Fig. 1: M2 wires
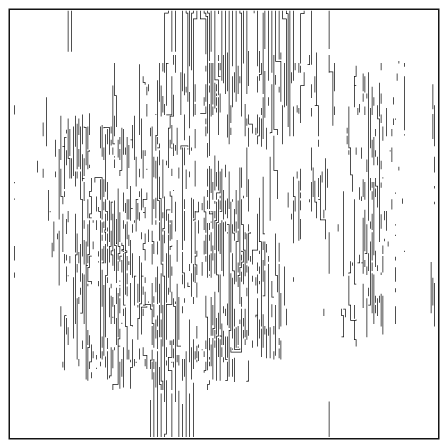
Fig. 2: the metal 1 layer
Supply wires on this layer in gray.
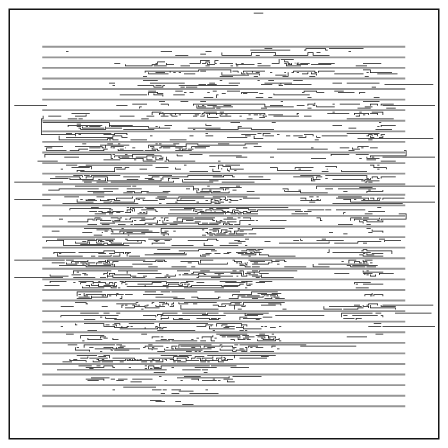
Fig. 3: signal wires on met3
Bar = 20 um.
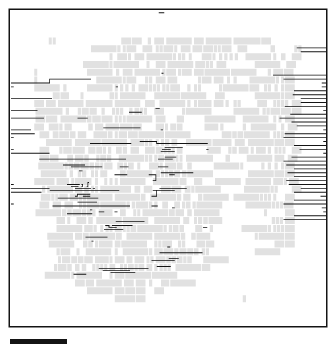
<file path="config.mk">
export PLATFORM = sky130hd
export DESIGN_NAME = triple_buf_arbiter
export DESIGN_NICKNAME = d
export VERILOG_FILES = /design/src/rtl/triple_buf_arbiter.sv
export SDC_FILE = /design/constraint.sdc
export NUM_CORES = 1
export LEC_CHECK = 0
export CAP_MARGIN = 20
export CORE_MARGIN = 8
export CORE_UTILIZATION = 50
export DETAILED_ROUTE_END_ITERATION = 10
export PLACE_DENSITY = 0.89
export RECOVER_POWER = 50
export SYNTH_ARGS = -nofsm -noshare
export SYNTH_HDL_FRONTEND = slang
export SYNTH_SLANG_ARGS = --single-unit
</file>
<file path="constraint.sdc">
create_clock -name clk -period 3.55 [get_ports clk]
set_input_delay 0.8875 -clock clk [delete_from_list [all_inputs] [get_ports clk]]
set_output_delay 0.8875 -clock clk [all_outputs]
set_load 0.05 [all_outputs]
</file>
<file path="src/rtl/triple_buf_arbiter.sv">
// Triple-buffered frame arbiter: one SRAM controller shared between a frame writer and a frame reader.
// Optional drop statistics are enabled with the TRIPLE_BUF_ARBITER_STATS_EN macro.
module triple_buf_arbiter #(
    parameter int FRAME_WORDS = 16384
) (
    input  logic        clk,
    input  logic        reset,
    input  logic        wr_valid,
    input  logic [15:0] wr_data,
    input  logic        wr_last,
    output logic        wr_ready,
    input  logic        rd_req,
    output logic        rd_ready,
    input  logic        rd_frame_start,
    output logic        rd_valid,
    output logic [15:0] rd_data,
    input  logic        ctl_ready,
    output logic        ctl_start_n,
    output logic        ctl_rw,
    output logic [15:0] ctl_addr,
    output logic [15:0] ctl_wdata,
    input  logic [15:0] ctl_rdata,
    output logic [1:0]  wr_bank,
    output logic [1:0]  rd_bank,
    output logic [7:0]  drop_count
);

    localparam logic [1:0]  S_IDLE  = 2'd0;
    localparam logic [1:0]  S_ISSUE = 2'd1;
    localparam logic [1:0]  S_WAIT  = 2'd2;
    localparam logic [15:0] FW      = 16'(FRAME_WORDS);
    localparam logic [15:0] LAST_W  = 16'(FRAME_WORDS - 1);

    logic [1:0]  r_state;
    logic        r_seen_busy;
    logic        r_prio_wr;
    logic        r_start_n;
    logic        r_rw;
    logic [15:0] r_addr;
    logic [15:0] r_wdata;
    logic [15:0] r_rd_data;
    logic        r_rd_valid;
    logic [15:0] r_wr_cnt;
    logic [15:0] r_rd_cnt;
    logic [1:0]  r_wr_bank;
    logic [1:0]  r_rd_bank;
    logic [1:0]  r_spare;
    logic        r_fresh;

    logic        w_idle_ok;
    logic        w_wr_grant;
    logic        w_rd_grant;
    logic        w_wr_swap;
    logic [1:0]  w_sel_bank;
    logic [15:0] w_sel_cnt;
    logic [15:0] w_addr;
    logic [1:0]  w_wb_n;
    logic [1:0]  w_rb_n;
    logic [1:0]  w_sp_n;
    logic        w_fr_n;

    function automatic logic [15:0] f_next_cnt(input logic [15:0] cnt);
        return (cnt == LAST_W) ? 16'd0 : cnt + 16'd1;
    endfunction

    // When both ports are pending the port that was not served last wins.
    assign w_idle_ok  = (r_state == S_IDLE) && ctl_ready;
    assign w_rd_grant = w_idle_ok && rd_req && (!wr_valid || !r_prio_wr);
    assign w_wr_grant = w_idle_ok && wr_valid && (!rd_req || r_prio_wr);
    assign w_wr_swap  = w_wr_grant && wr_last;
    assign wr_ready   = w_wr_grant;
    assign rd_ready   = w_rd_grant;

    assign w_sel_bank = w_wr_grant ? r_wr_bank : r_rd_bank;
    assign w_sel_cnt  = w_wr_grant ? r_wr_cnt : r_rd_cnt;
    assign w_addr     = ({14'd0, w_sel_bank} * FW) + w_sel_cnt;

    // Write swap is resolved first so a same-cycle frame start picks up the frame just finished.
    always_comb begin
        w_wb_n = r_wr_bank;
        w_rb_n = r_rd_bank;
        w_sp_n = r_spare;
        w_fr_n = r_fresh;
        if (w_wr_swap) begin
            w_wb_n = r_spare;
            w_sp_n = r_wr_bank;
            w_fr_n = 1'b1;
        end
        if (rd_frame_start && w_fr_n) begin
            w_rb_n = w_sp_n;
            w_sp_n = r_rd_bank;
            w_fr_n = 1'b0;
        end
    end

    always_ff @(posedge clk or posedge reset) begin
        if (reset) begin
            r_state     <= S_IDLE;
            r_seen_busy <= 1'b0;
            r_prio_wr   <= 1'b0;
            r_start_n   <= 1'b1;
            r_rw        <= 1'b1;
            r_addr      <= 16'd0;
            r_wdata     <= 16'd0;
            r_rd_data   <= 16'd0;
            r_rd_valid  <= 1'b0;
        end else begin
            r_start_n  <= 1'b1;
            r_rd_valid <= 1'b0;
            case (r_state)
                S_IDLE: begin
                    if (w_rd_grant || w_wr_grant) begin
                        r_state   <= S_ISSUE;
                        r_start_n <= 1'b0;
                        r_rw      <= w_rd_grant;
                        r_addr    <= w_addr;
                        r_wdata   <= wr_data;
                        r_prio_wr <= w_rd_grant;
                    end
                end
                S_ISSUE: begin
                    r_state     <= S_WAIT;
                    r_seen_busy <= 1'b0;
                end
                S_WAIT: begin
                    if (!ctl_ready) begin
                        r_seen_busy <= 1'b1;
                    end else if (r_seen_busy) begin
                        r_state <= S_IDLE;
                        if (r_rw) begin
                            r_rd_data  <= ctl_rdata;
                            r_rd_valid <= 1'b1;
                        end
                    end
                end
                default: r_state <= S_IDLE;
            endcase
        end
    end

    always_ff @(posedge clk or posedge reset) begin
        if (reset) begin
            r_wr_cnt  <= 16'd0;
            r_rd_cnt  <= 16'd0;
            r_wr_bank <= 2'd0;
            r_rd_bank <= 2'd1;
            r_spare   <= 2'd2;
            r_fresh   <= 1'b0;
        end else begin
            r_wr_bank <= w_wb_n;
            r_rd_bank <= w_rb_n;
            r_spare   <= w_sp_n;
            r_fresh   <= w_fr_n;
            if (w_wr_swap)
                r_wr_cnt <= 16'd0;
            else if (w_wr_grant)
                r_wr_cnt <= f_next_cnt(r_wr_cnt);
            if (rd_frame_start)
                r_rd_cnt <= 16'd0;
            else if (w_rd_grant)
                r_rd_cnt <= f_next_cnt(r_rd_cnt);
        end
    end

`ifdef TRIPLE_BUF_ARBITER_STATS_EN
    logic [7:0] r_drop;

    // A write swap while the previous frame is still unread discards that frame.
    always_ff @(posedge clk or posedge reset) begin
        if (reset)
            r_drop <= 8'd0;
        else if (w_wr_swap && r_fresh && (r_drop != 8'hFF))
            r_drop <= r_drop + 8'd1;
    end

    assign drop_count = r_drop;
`else
    assign drop_count = 8'd0;
`endif

    assign ctl_start_n = r_start_n;
    assign ctl_rw      = r_rw;
    assign ctl_addr    = r_addr;
    assign ctl_wdata   = r_wdata;
    assign rd_data     = r_rd_data;
    assign rd_valid    = r_rd_valid;
    assign wr_bank     = r_wr_bank;
    assign rd_bank     = r_rd_bank;

endmodule
</file>
==> qor.tcl <==
set qor(worst_hold_path.num_cells) 2
set qor(first_global_vias) 3679
set qor(result_of_the_run) {finished, violations left}
set qor(number_of_antenna_violations_at_the_first_check_in_global_routing) 0
set qor(synth.cells.most_frequent) {nand2_1 (166), dfrtp_1 (90), nor2_1 (38), nand3_1 (14), xnor2_1 (14)}
set qor(cts.repair.resized) 0
set qor(worst_setup_hold_path_clk_slew_ns) 0.08
set qor(worst-r2r-cell-count) 7
set qor(final_max_slew_viol_count) 95
set qor(first_pass_iters) 5
set qor(synth_instances) 485
set qor(fp.dieH_um) 110
set qor(drt-total-wl_mm) 10.9
set qor(crit_required_ns) 2.66
set qor(arrival_ns) 2.28
set qor(finalClockPeriodUsage) 0.893
set qor(core_area_um2) 8640
set qor(drv.max_cap_violation_count) 1
set qor(vias) 3717
set qor(grt_remaining_overflow) 0
set qor(ys_sh_aoi) 0.0896
set qor(tritoncts_clock_tree) {done}
set qor(max-slew-margin-rel) -0.346
set qor(finalNonFillerCells) 690
set qor(yosys-stat-cells) 485
set qor(synth_xor_xnor_area_share) 0.0297
set qor(dp_cells) 674
set qor(ys_async_sr_fraction) 1.00
set qor(horizontal_extent_of_the_die_um) 110
set qor(detail_route.vias_per_cell) 5.39
set qor(setup_viol_count_final) 0
set qor(timing.critical_path.slowest_cell_delay_ns) 0.58
set qor(fp_util) 0.513
set qor(final.min_clock_period_ns) 3.17
set qor(leakagePower_nw) 2.52
set qor(synth-simple-area-share) 0.269
set qor(residual_antenna_violating_net_count_after_detailed_routing) 0
set qor(wl_per_cell_um) 15.9
set qor(hold_path_end) {ctl_wdata[3]}
set qor(logic_family) {simple AND/OR/NAND/NOR gates}
set qor(timing.critical_path.to) {wr_ready}
set qor(timing.hold.worst.class) {reg2reg}
set qor(p_per_area_nw_per_um2) 875
set qor(share_of_layout_cells_above_drive_strength_1) 0.0911
set qor(synthDominantAreaCellType) {dfrtp_1}
set qor(worst_hold_slack_ns) 0.469
set qor(ys_types) 55
set qor(critical_path.top_delay_family) {buffers and inverters}
set qor(synth.yosys.chip_area_um2) 4430
set qor(ys_warn_count) 0
set qor(num-nets-final) 619
set qor(antenna_cells_inserted) 0
set qor(hold_start) {ctl_wdata[3]}
set qor(timing.rr.end) {ctl_addr[15]}
set qor(cp_num_buf_inv) 3
set qor(numSynthFlops) 94
set qor(failed_checks) {max-capacitance violations, max-slew violations}
set qor(seq_area_frac_synth) 0.533
set qor(total_number_of_warnings_across_the_stage_logs) 26
set qor(chip_area_um2) 12100
set qor(startpoint_type) {input pin}
set qor(dpl.hpwl_mm) 7.96
set qor(finalHoldViolations) 0
Back to the opening pictures, Fig. 1:
nets with wire on the layer = 515
wire length on this layer = 5,330 um

Back to the opening pictures, Fig. 2:
nets with wire on the layer = 546
longest straight run = 36.8 um
share of all routed wire = 41%
wire length on this layer = 4,470 um
main direction = horizontal

Back to the opening pictures, Fig. 3:
share of all routed wire = 8.2%
nets with wire on the layer = 98
longest straight run = 29.9 um

final cells by class:
cell class	count	area, um^2
inverter	11	45.0
fill	664	2980
clock inverter	5	81.3
sequential	94	2360
tap	108	135
timing repair buffer	102	1010
clock buffer	11	151
multi-input combinational	359	1870
cell usage in the layout, fill, tap and decap left out, drive strengths merged, types with 5 or more instances in the layout:
cell,n
or3,5
dfrtp,90
a31oi,13
mux2i,7
conb,8
xnor2,14
buf,7
clkdlybuf4s50,91
o21ai,19
a21oi,12
nand3,17
inv,9
nor4,5
nor3,10
nand2,166
nor2,38
clkbuf,13
layer usage:
metal,up-vias,track usage,wire length (um)
met2,164,0.303,5330
met3,22,0.0320,892
met1,1745,0.226,4470
met5,-,0,0
met4,0,0.0714,251
li1,1786,-,-
worst register-to-register path, cell delays in order (launching register included):
cell      delay [ns]
dfrtp_1         0.46
nor3b_4         0.30
nand3_1         0.19
clkbuf_2        0.57
nand2_1         0.34
buf_4           0.28
nor2_1          0.07
a21oi_1         0.11
cell families (layout without fill, tap and decap cells):
logic type	Yosys count	count (layout)
AOI/OAI and AO/OA	59	59
xor gates and xnor gates	15	15
adders and majority gates	3	3
buffers and inverters	39	129
DFF	94	94
muxes	9	9
other	1	8
and+or+nand+nor	265	265
power breakdown:
part,switching [mW],leakage (nW),internal (mW)
logic,1.64,1.23,0.781
clock network,0.363,0.116,0.435
registers,0.287,1.17,1.44
total,2.29,2.52,2.66
registers in the layout, indices dropped and copies added, names as in the netlist:
register,flops
r_fresh,1
rd_valid,1
r_seen_busy,1
r_spare,2
ctl_rw,1
r_wr_cnt,16
ctl_start_n,1
rd_bank,2
r_state,2
rd_data,16
ctl_wdata,16
r_rd_cnt,16
ctl_addr,16
wr_bank,2
r_prio_wr,1
Power and IR drop assume default switching activity.
